[src/rtl/sequential_binary_multiplier_if.sv]
// Purpose: operand/result bundle for the sequential shift-and-add multiplier.
// Latency: none, wires only.
// Backpressure: Start is honoured only while Ready is high; there is no other flow control.
// Ports (signals): Multiplicand, Multiplier, Start driven by the requester (master);
//                  Product, Ready driven by the multiplier (slave).
interface sequential_binary_multiplier_if #(
  parameter int dp_width = 4
);
  logic [dp_width-1:0]   Multiplicand;
  logic [dp_width-1:0]   Multiplier;
  logic                  Start;
  logic [2*dp_width-1:0] Product;
  logic                  Ready;

  modport master (
    output Multiplicand, Multiplier, Start,
    input  Product, Ready
  );

  modport slave (
    input  Multiplicand, Multiplier, Start,
    output Product, Ready
  );
endinterface

[src/rtl/sequential_binary_multiplier.sv]
// Purpose: unsigned shift-and-add multiplier producing a 2*dp_width-bit product.
// Latency: 2*dp_width+1 rising edges from the Start-sampling edge to Ready high.
// Backpressure: Start is ignored while busy (Ready low); a held Start restarts on the first idle cycle.
// Ports: clock        - rising-edge clock
//        reset_b      - asynchronous, active-high reset (returns to idle, clears all registers)
//        bus (slave)  - Multiplicand/Multiplier/Start in, Product = {A,Q} and Ready out
module sequential_binary_multiplier #(
  parameter int dp_width = 4
) (
  input  logic                          clock,
  input  logic                          reset_b,
  sequential_binary_multiplier_if.slave bus
);
  localparam int PW = $clog2(dp_width) + 1;

  typedef enum logic [1:0] {
    S_idle  = 2'd0,
    S_add   = 2'd1,
    S_shift = 2'd2
  } state_t;

  state_t              state_q, state_d;
  logic [dp_width-1:0] A, A_d;
  logic [dp_width-1:0] B, B_d;
  logic [dp_width-1:0] Q, Q_d;
  logic                C, C_d;
  logic [PW-1:0]       P, P_d;

  // One extra bit so the carry out of A+B lands in C and the product stays exact.
  logic [dp_width:0]   sum;
  assign sum = {1'b0, A} + {1'b0, B};

  always_comb begin
    state_d = state_q;
    A_d     = A;
    B_d     = B;
    Q_d     = Q;
    C_d     = C;
    P_d     = P;
    case (state_q)
      S_idle: begin
        if (bus.Start) begin
          A_d     = '0;
          C_d     = 1'b0;
          P_d     = PW'(dp_width);
          B_d     = bus.Multiplicand;
          Q_d     = bus.Multiplier;
          state_d = S_add;
        end
      end
      S_add: begin
        P_d = P - PW'(1);
        if (Q[0]) begin
          {C_d, A_d} = sum;
        end
        state_d = S_shift;
      end
      S_shift: begin
        // {C,A,Q} >> 1: old C enters A's MSB, A[0] enters Q's MSB.
        C_d = 1'b0;
        A_d = {C, A[dp_width-1:1]};
        Q_d = {A[0], Q[dp_width-1:1]};
        // P was already decremented in the preceding add step.
        state_d = (P == '0) ? S_idle : S_add;
      end
      default: begin
        state_d = S_idle;
      end
    endcase
  end

  always_ff @(posedge clock or posedge reset_b) begin
    if (reset_b) begin
      state_q <= S_idle;
      A       <= '0;
      B       <= '0;
      Q       <= '0;
      C       <= 1'b0;
      P       <= '0;
    end else begin
      state_q <= state_d;
      A       <= A_d;
      B       <= B_d;
      Q       <= Q_d;
      C       <= C_d;
      P       <= P_d;
    end
  end

  assign bus.Product = {A, Q};
  assign bus.Ready   = (state_q == S_idle);
endmodule

[src/flat_wrapper.sv]
// flat-port wrapper written by rule: the top's interface ports become plain ports
module sequential_binary_multiplier_flat 
#(
  parameter int dp_width = 4
)
  (clock, reset_b, bus_Multiplicand, bus_Multiplier, bus_Start, bus_Product, bus_Ready);
  sequential_binary_multiplier_if #(.dp_width(dp_width)) bus_i ();
  input  logic clock;
  input  logic reset_b;
  input wire logic [$bits(bus_i.Multiplicand)-1:0] bus_Multiplicand;
  input wire logic [$bits(bus_i.Multiplier)-1:0] bus_Multiplier;
  input wire logic [$bits(bus_i.Start)-1:0] bus_Start;
  output wire logic [$bits(bus_i.Product)-1:0] bus_Product;
  output wire logic [$bits(bus_i.Ready)-1:0] bus_Ready;
  assign bus_i.Multiplicand = bus_Multiplicand;
  assign bus_i.Multiplier = bus_Multiplier;
  assign bus_i.Start = bus_Start;
  assign bus_Product = bus_i.Product;
  assign bus_Ready = bus_i.Ready;
  sequential_binary_multiplier #(.dp_width(dp_width)) u_core (.clock(clock), .reset_b(reset_b), .bus(bus_i));
endmodule
[config.mk]
export PLATFORM = sky130hd
export DESIGN_NAME = sequential_binary_multiplier_flat
export DESIGN_NICKNAME = d
export VERILOG_FILES = /design/src/rtl/sequential_binary_multiplier_if.sv /design/src/rtl/sequential_binary_multiplier.sv /design/src/flat_wrapper.sv
export SDC_FILE = /design/constraint.sdc
export NUM_CORES = 1
export LEC_CHECK = 0
export CAP_MARGIN = 20
export CORE_MARGIN = 5
export CORE_UTILIZATION = 40
export DETAILED_ROUTE_END_ITERATION = 8
export PLACE_DENSITY = 0.63
export RECOVER_POWER = 25
export SYNTH_ARGS = -nofsm -noshare
export SYNTH_HDL_FRONTEND = slang
export SYNTH_SLANG_ARGS = --single-unit
export TNS_END_PERCENT = 100
[constraint.sdc]
create_clock -name clock -period 1.9 [get_ports clock]
set_input_delay 0.38 -clock clock [delete_from_list [all_inputs] [get_ports clock]]
set_output_delay 0.38 -clock clock [all_outputs]
set_load 0.005 [all_outputs]
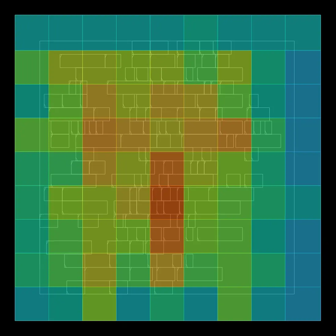
**Above:** run 1 (routing congestion map).
met3 usage: 2.16%
WL per Instance: 13.5 µm

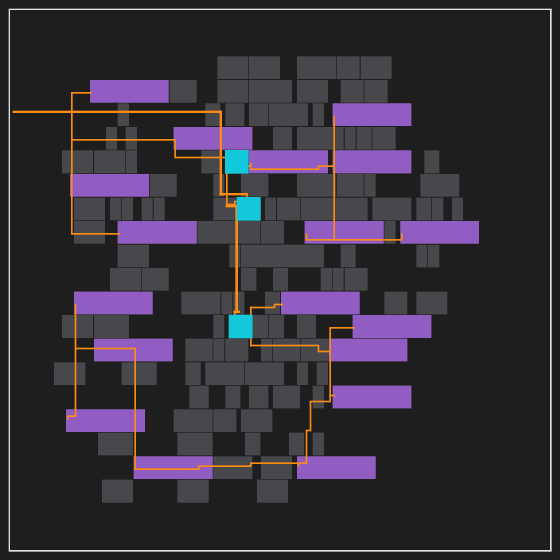
**Above:** run 1 (routed clock nets over the placement).
- clock drivers: cyan (count 3)
- flip-flops: purple (count 18)
- clock wires: orange (length 242 µm)
- routed clock nets: 4

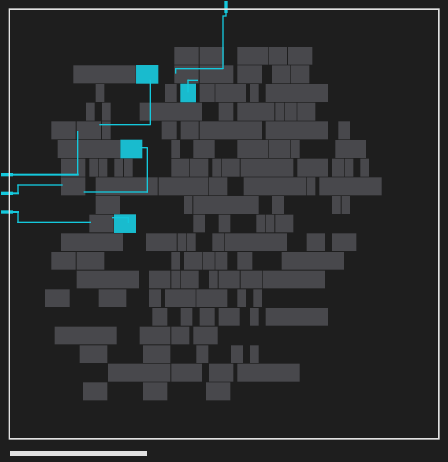
**Above:** run 1 (port wiring).
Bar = 20 µm.
- bus_Multiplier: cyan (direction input; edge 3 west, 1 north; end cells 4; wire 89.7 µm)

run 1: cell type report:
cell class              count  share of cell area (%)
well taps                  31                    2.86
multi-input cells          71                    41.1
clock buffers               3                    1.66
flip-flops and latches     18                    33.2
repair buffers             27                    18.2
inverters                  11                    3.04
run 1: worst register-to-register path: cells and delay by family, from the launching register on:
| family | cells | cell delay [ps] |
|---|---|---|
| AND-OR/OR-AND | 2 | 500 |
| buffers and inverters | 2 | 270 |
| flip-flops | 1 | 410 |
| AND/OR/NAND/NOR | 1 | 100 |
| adder cells (fa/ha/maj) | 1 | 350 |
run 1: sequential cells by signal (all words and copies together), names as in the netlist:
signal and count:
u_core.A 4, u_core.B 4, u_core.C 1, u_core.P 3, u_core.Q 4, u_core.state_q 2
run 1: cell usage in the layout, fill, tap and decap left out:
cell	count
clkbuf_1	1
and3b_1	1
clkdlybuf4s50_1	18
mux2_2	4
or2b_1	1
a21oi_1	2
o311ai_4	1
a211oi_2	1
nor2_1	6
nand2_2	2
o21ai_2	2
xnor2_1	1
nand2b_4	1
nor2b_1	1
inv_1	9
clkbuf_4	3
ha_2	1
dlygate4sd3_1	1
buf_4	7
nand2_1	12
fa_1	1
o21a_1	2
a22oi_1	1
o31a_1	1
nand4_1	1
o21ai_1	2
dfrtp_1	18
inv_2	2
o311a_4	1
ha_1	9
nand3_1	3
o22ai_1	3
a32oi_1	1
o32ai_1	3
o21ai_0	7
run 1: stage by stage:
step / util [%] / instances / setup TNS, ps / power, µW / worst slack (ps)
after floorplan: - / 104 / 0 / 1490 / 456
after global routing: 50.5 / 161 / -22.7 / 2240 / -22.7
after detailed placement: 48.6 / 154 / 0 / 1810 / 283
after global placement: 48.6 / 154 / 0 / 1780 / 331
final: 50.5 / 161 / 0 / 2040 / 50.4
after CTS: 49.4 / 157 / 0 / 2000 / 30.1
==> changes_impl.md, run 1 <==
## Flow update

- Crit. Startpoint: u_core.state_q[1]
- Floorplan net count: 126
- Placed Area: 1310 µm²
- Yosys Instances: 104
- Critical Path Slowest Stage Cell: clkdlybuf4s50_1
- Finished Cell Area: 1360 µm²
- Post-synthesis instance total: 104
- Fmax: 541 MHz
- Max cap viols: 0
- Residual DRC count: 0
- Crit path largest cell delay: 490 ps
- Gr busiest metal: met2
- Mux frac, synth: 4.10%
- Reg-to-reg slack, setup: 170 ps
- Total CTS buffers: 3
- DRT met1 WL: 1040 µm
- Routing usage on met2: 20.2%
- Yosys adder share: 13.2%
- Yosys cell types: 31
- Synth area leader: dfrtp_1
- Logic area: 557 µm²
- Synth Area in XOR/XNOR: 0.796%
- Global placer's final weighted congestion: 0.800
- Clock slew at reported path FFs: 100 ps
- Most common cell in the netlist: dfrtp_1
- WL met3: 73 µm
- Setup bufs post-CTS: 0
- Initial drt markers: 17
- VDD IR-drop max: 0.866 mV
- Vias: 821
- Mapped Area: 1100 µm²
- Clock Latency Late Sink: 290 ps
- Die area: 3900 µm²
- WHS Endpoint: u_core.P[1]
- Clock network power share: 9.4%
- Hpwl dp: 1690 µm
- Max Buffers Root-to-Sink: 2
- Core ar.: 2690 µm²
- Crit Path Class: reg2out
- Final net count: 154
- Synth async-reset ratio: 100%
- WHS: 487 ps
- Min-Delay Path Depth: 2
- Layout cells sized above 1: 19.2%
- YS chip area: 1100 µm²
- Synth-to-Final Area Change: 23.3%
- Min Tclk post-route: 1850 ps
- Max FO, Critical Path: 3
- Rows: 19
- Maximum number of pins on one net before global-route repair: 19
- Critical path depth in cells: 3
- Pint: 1220 µW
- Endpoint type of the worst setup path: output port
- Slew HR: 33.5%
- Critical Path End: bus_Ready
- Combinational power: 1190 µW
- CP cell instances: inv_1 > ha_2 > clkdlybuf4s50_1
- FP Core Util: 40.9%
- Clock Skews: 3.84 ps
- Top Family by Delay on Critical Path: buffers and inverters
- Clk. pwr: 191 µW
- Critical path arrival: 1470 ps
- Biggest consumer: combinational logic
- Antenna diodes: 0
- # IOs: 20
- DR vias/cell: 5.10
- Drt first pass iters: 4
- Power per cell area: 1500 nW/µm²
- Cycle use final: 97.3%
- Leakage: 0.000584 µW
- Final hold violation count: 0
- Main synth FF type: dfrtp_1
- Worst flop-to-flop path startpoint: u_core.state_q[1]
- Reg2Reg Depth: 6
- CTS tree: built
- Hold Buf Count CTS: 0
- M1 GR Usage: 15.2%
- Worst hold-check path type: reg2reg
- Status: complete, no violations
- Die Width: 62.4 µm
- Psw: 822 µW
- And+or+nand+nor area frac: 12.5%
- RR Endpoint: u_core.A[2]
- Synth Area per Inst: 10.6 µm²
- Max-slew violation count: 0
- Final Routed Wirelength: 2180 µm
- Flip-flops with a built-in enable: 0
- First-pass GRT wire length: 3910 µm
- Flop pwr share: 32.0%
- FF/Latch Area: 450 µm²
- Syn. warnings: 0
- Synth Register Bits: 18
- Biggest area cells: dfrtp_1 (41%), ha_1 (11%), mux2_2 (4.1%)
- Hold path startpoint: u_core.P[1]
- Crit start category: register
- Root Buffer: clkbuf_4
- Die Height: 62.4 µm
- CTS sink cnt: 18
- CP bufs+invs: 2
- GR Overflow Total: 0
- Seq/Total Area, Yosys: 41.0%
- Met2 wire len: 1040 µm
- Post-CTS Resized: 0
- Comb pwr share: 58.6%
- Critical Path RT: 1520 ps
- Total GRT Usage: 11.9%
- Initial antenna violation count: 0
- Final Setup Violations: 0
- Commonest cells post-synth: dfrtp_1 (18), nand2_1 (12), ha_1 (10), inv_1 (10), o21ai_0 (7)
- Aoi share: 19.8%
- Largest logic family: AND-OR/OR-AND gates
- Area share, top type: 41.0%
- P_seq: 653 µW
- PortBufs: 19
- Number of routed nets with antenna violations: 0
==> inputs of run 2 (changes only) <==
Settings changed: CAP_MARGIN 20 to default.
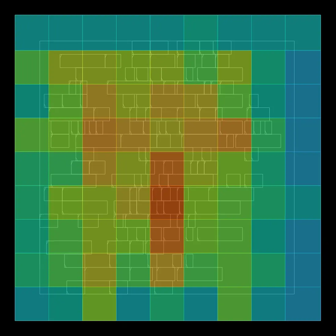
**Above:** run 2 (routing congestion map).
M1 GR Usage: 15.2%
routing usage on met2: 20.2%
Core Util, Final: 50.5%
Total GRT Usage: 11.9%

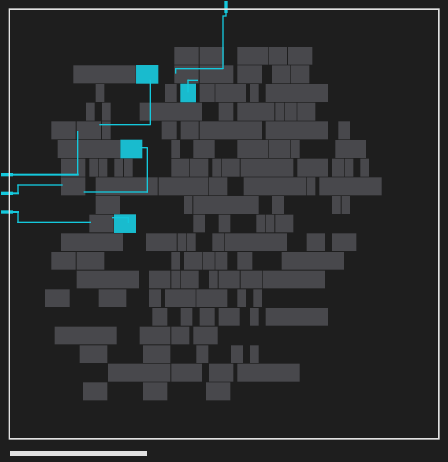
**Above:** run 2 (port wiring).
Bar = 20 µm.
- bus_Multiplier: cyan (direction input; edge 3 west, 1 north; end cells 4; wire 89.7 µm)

==> run 2 against run 1 <==
Net effect:
- synthesized cell count did not move
- critical path depth is the same
- flip-flop count stayed put
- clock power is essentially flat
- fmax stayed put
- clock-buffer cell count stayed put
- die area unchanged
- first-iteration DRC count did not move
- setup slack did not move
- critical path type unchanged
- highest routed layer unchanged
==> changes_impl.md, run 2 <==
## Flow update

- Biggest regs: u_core.A: 4 flops, u_core.B: 4 flops, u_core.Q: 4 flops
- Commonest cells post-synth: dfrtp_1 (18), nand2_1 (12), ha_1 (10), inv_1 (10), o21ai_0 (7)
- Flop pwr share: 32.0% (about the same)
- Initial antenna violation count: 0 (unchanged)
- Most common cell in the netlist: dfrtp_1
- Area share, top type: 41.0% (unchanged)
- Mapped Area: 1100 µm² (unchanged)
- Fmax: 541 MHz (unchanged)
- Clock slew at reported path FFs: 100 ps (about the same)
- Rows: 19 (unchanged)
- Global placer's final weighted congestion: 0.800 (unchanged)
- Synth async-reset ratio: 100% (unchanged)
- Maximum number of pins on one net before global-route repair: 19 (unchanged)
- CP bufs+invs: 2 (unchanged)
- Max-slew violation count: 0 (unchanged)
- Cycle use final: 97.3% (unchanged)
- Critical Path Slowest Stage Cell: clkdlybuf4s50_1
- Slew at the pin closest to its max-slew limit: 998 ps
- YS chip area: 1100 µm² (unchanged)
- Crit Path Class: reg2out
- Vias: 821 (unchanged)
- VDD IR-drop max: 0.866 mV (unchanged)
- Yosys Instances: 104 (unchanged)
- Met2 wire len: 1040 µm (unchanged)
- Yosys cell types: 31 (unchanged)
- Met3 usage: 2.16% (unchanged)
- Flip-flops with a built-in enable: 0 (unchanged)
- WL per Instance: 13.5 µm (unchanged)
- Leakage: 0.000584 µW (unchanged)
- CTS sink cnt: 18 (unchanged)
- Comb pwr share: 58.6% (about the same)
- Die area: 3900 µm² (unchanged)
- Hpwl dp: 1690 µm (unchanged)
- Seq/Total Area, Yosys: 41.0% (unchanged)
- Syn. warnings: 0 (unchanged)
- DR vias/cell: 5.10 (unchanged)
- Clock Skews: 3.84 ps (unchanged)
- Root Buffer: clkbuf_4
- Gr busiest metal: met2
- Die Width: 62.4 µm (unchanged)
- Number of routed nets with antenna violations: 0 (unchanged)
- First-pass GRT wire length: 3910 µm (unchanged)
- Die Height: 62.4 µm (unchanged)
- Pint: 1220 µW (unchanged)
- Placed Area: 1310 µm² (unchanged)
- Synth area leader: dfrtp_1
- Slew HR: 33.5% (unchanged)
- Commonest cells after routing, fill and taps aside: clkdlybuf4s50_1 (18), dfrtp_1 (18), nand2_1 (12)
- Endpoint type of the worst setup path: output port
- Finished Cell Area: 1360 µm² (unchanged)
- Final net count: 154 (unchanged)
- Final Routed Wirelength: 2180 µm (unchanged)
- Drt first pass iters: 4 (unchanged)
- Biggest area cells: dfrtp_1 (41%), ha_1 (11%), mux2_2 (4.1%)
- Clock Latency Late Sink: 290 ps (about the same)
- Total CTS buffers: 3 (unchanged)
- Synth Area per Inst: 10.6 µm² (unchanged)
- Status: complete, no violations
- Initial drt markers: 17 (unchanged)
- CP cell instances: inv_1 > ha_2 > clkdlybuf4s50_1
- Min Tclk post-route: 1850 ps (unchanged)
- WL met3: 73 µm (unchanged)
- Worst hold-check path type: reg2reg
- H-Tree Depth: 1
- Clock network power share: 9.4% (about the same)
- Max Buffers Root-to-Sink: 2 (unchanged)
- Critical path arrival: 1470 ps (about the same)
- Synth Register Bits: 18 (unchanged)
- Top Family by Delay on Critical Path: buffers and inverters
- Tool warnings: 29
- Switching share of power: 40.3%
- Floorplan net count: 126 (unchanged)
- Final hold violation count: 0 (unchanged)
- Max FO, Critical Path: 3 (unchanged)
- Psw: 822 µW (unchanged)
- Crit path largest cell delay: 490 ps (about the same)
- Max cap viols: 0 (unchanged)
- Residual DRC count: 0 (unchanged)
- Critical Path RT: 1520 ps (about the same)
- Crit start category: register
- Synth-to-Final Area Change: 23.3% (unchanged)
- CTS tree: built
- Main synth FF type: dfrtp_1
- Post-synthesis instance total: 104 (unchanged)
- PortBufs: 19 (unchanged)
- Final TNS setup: 0 ps (unchanged)
- Layout cells sized above 1: 19.2% (unchanged)
- DRT met1 WL: 1040 µm (unchanged)
- Top sig layer: met4
- FP Core Util: 40.9% (unchanged)
- GR Overflow Total: 0 (unchanged)
- Hold Buf Count CTS: 0 (unchanged)
- # IOs: 20 (unchanged)
- Final Setup Violations: 0 (unchanged)
- Power per cell area: 1500 nW/µm² (unchanged)
- Tot Pwr: 2040 µW (unchanged)
- Core ar.: 2690 µm² (unchanged)
- Vias in the first global route: 868
- Antenna diodes: 0 (unchanged)
run 2: cell counts in the layout (fill, tap and decap cells not counted):
No cell type changed its count.
run 2: cells by family after synthesis:
kind of cell	synth area share (%)
buffers and inverters	8.65
XOR/XNOR	0.797
flip-flops	41.0
multiplexers	4.10
adder cells (fa/ha/maj)	13.2
AND/OR/NAND/NOR	12.5
AND-OR/OR-AND	19.8
run 2: cell type report:
| type | instances | area (µm²) |
|---|---|---|
| Sequential cell | 18 | 450 |
| Inverter | 11 | 41.3 |
| Tap cell | 31 | 38.8 |
| Timing Repair Buffer | 27 | 246 |
| Multi-Input combinational cell | 71 | 557 |
| Fill cell | 249 | 1330 |
| Clock buffer | 3 | 22.5 |
run 2: worst paths after layout:
kind	slack, ps	to	from	depth (start not counted)
min reg2reg	490	u_core.P[1]	u_core.P[1]	2
min in group asynchronous	820	u_core.Q[1]	reset_b	3
min	490	u_core.P[1]	u_core.P[1]	2
max	50	bus_Ready	u_core.state_q[1]	3
max in group asynchronous	480	u_core.P[1]	reset_b	3
max reg2reg	170	u_core.A[2]	u_core.state_q[1]	6
run 2: power groups by stage:
stage	logic [µW]	registers (µW)	clock network (µW)
finish	1190	653	191
global route	1350	680	209
CTS	1150	654	193
detailed placement	1150	660	0
global placement	1120	660	0
floorplan	848	644	0
run 2: metrics by stage:
stage	setup WS [ps]	hold slack, ps	std cells	utilization (%)
after global routing	-22.7	530	161	50.5
after CTS	30.1	406	157	49.4
after detailed placement	283	471	154	48.6
after floorplan	456	319	104	-
after global placement	331	465	154	48.6
final	50.4	487	161	50.5
run 2: timing repair:
| item | in CTS | in global routing |
|---|---|---|
| setup endpoints to repair | 0 | 1 |
| buffers inserted | 0 | 4 |
| gates resized | 0 | 2 |
Power figures rest on the tool's default switching activity, not on a simulated workload.
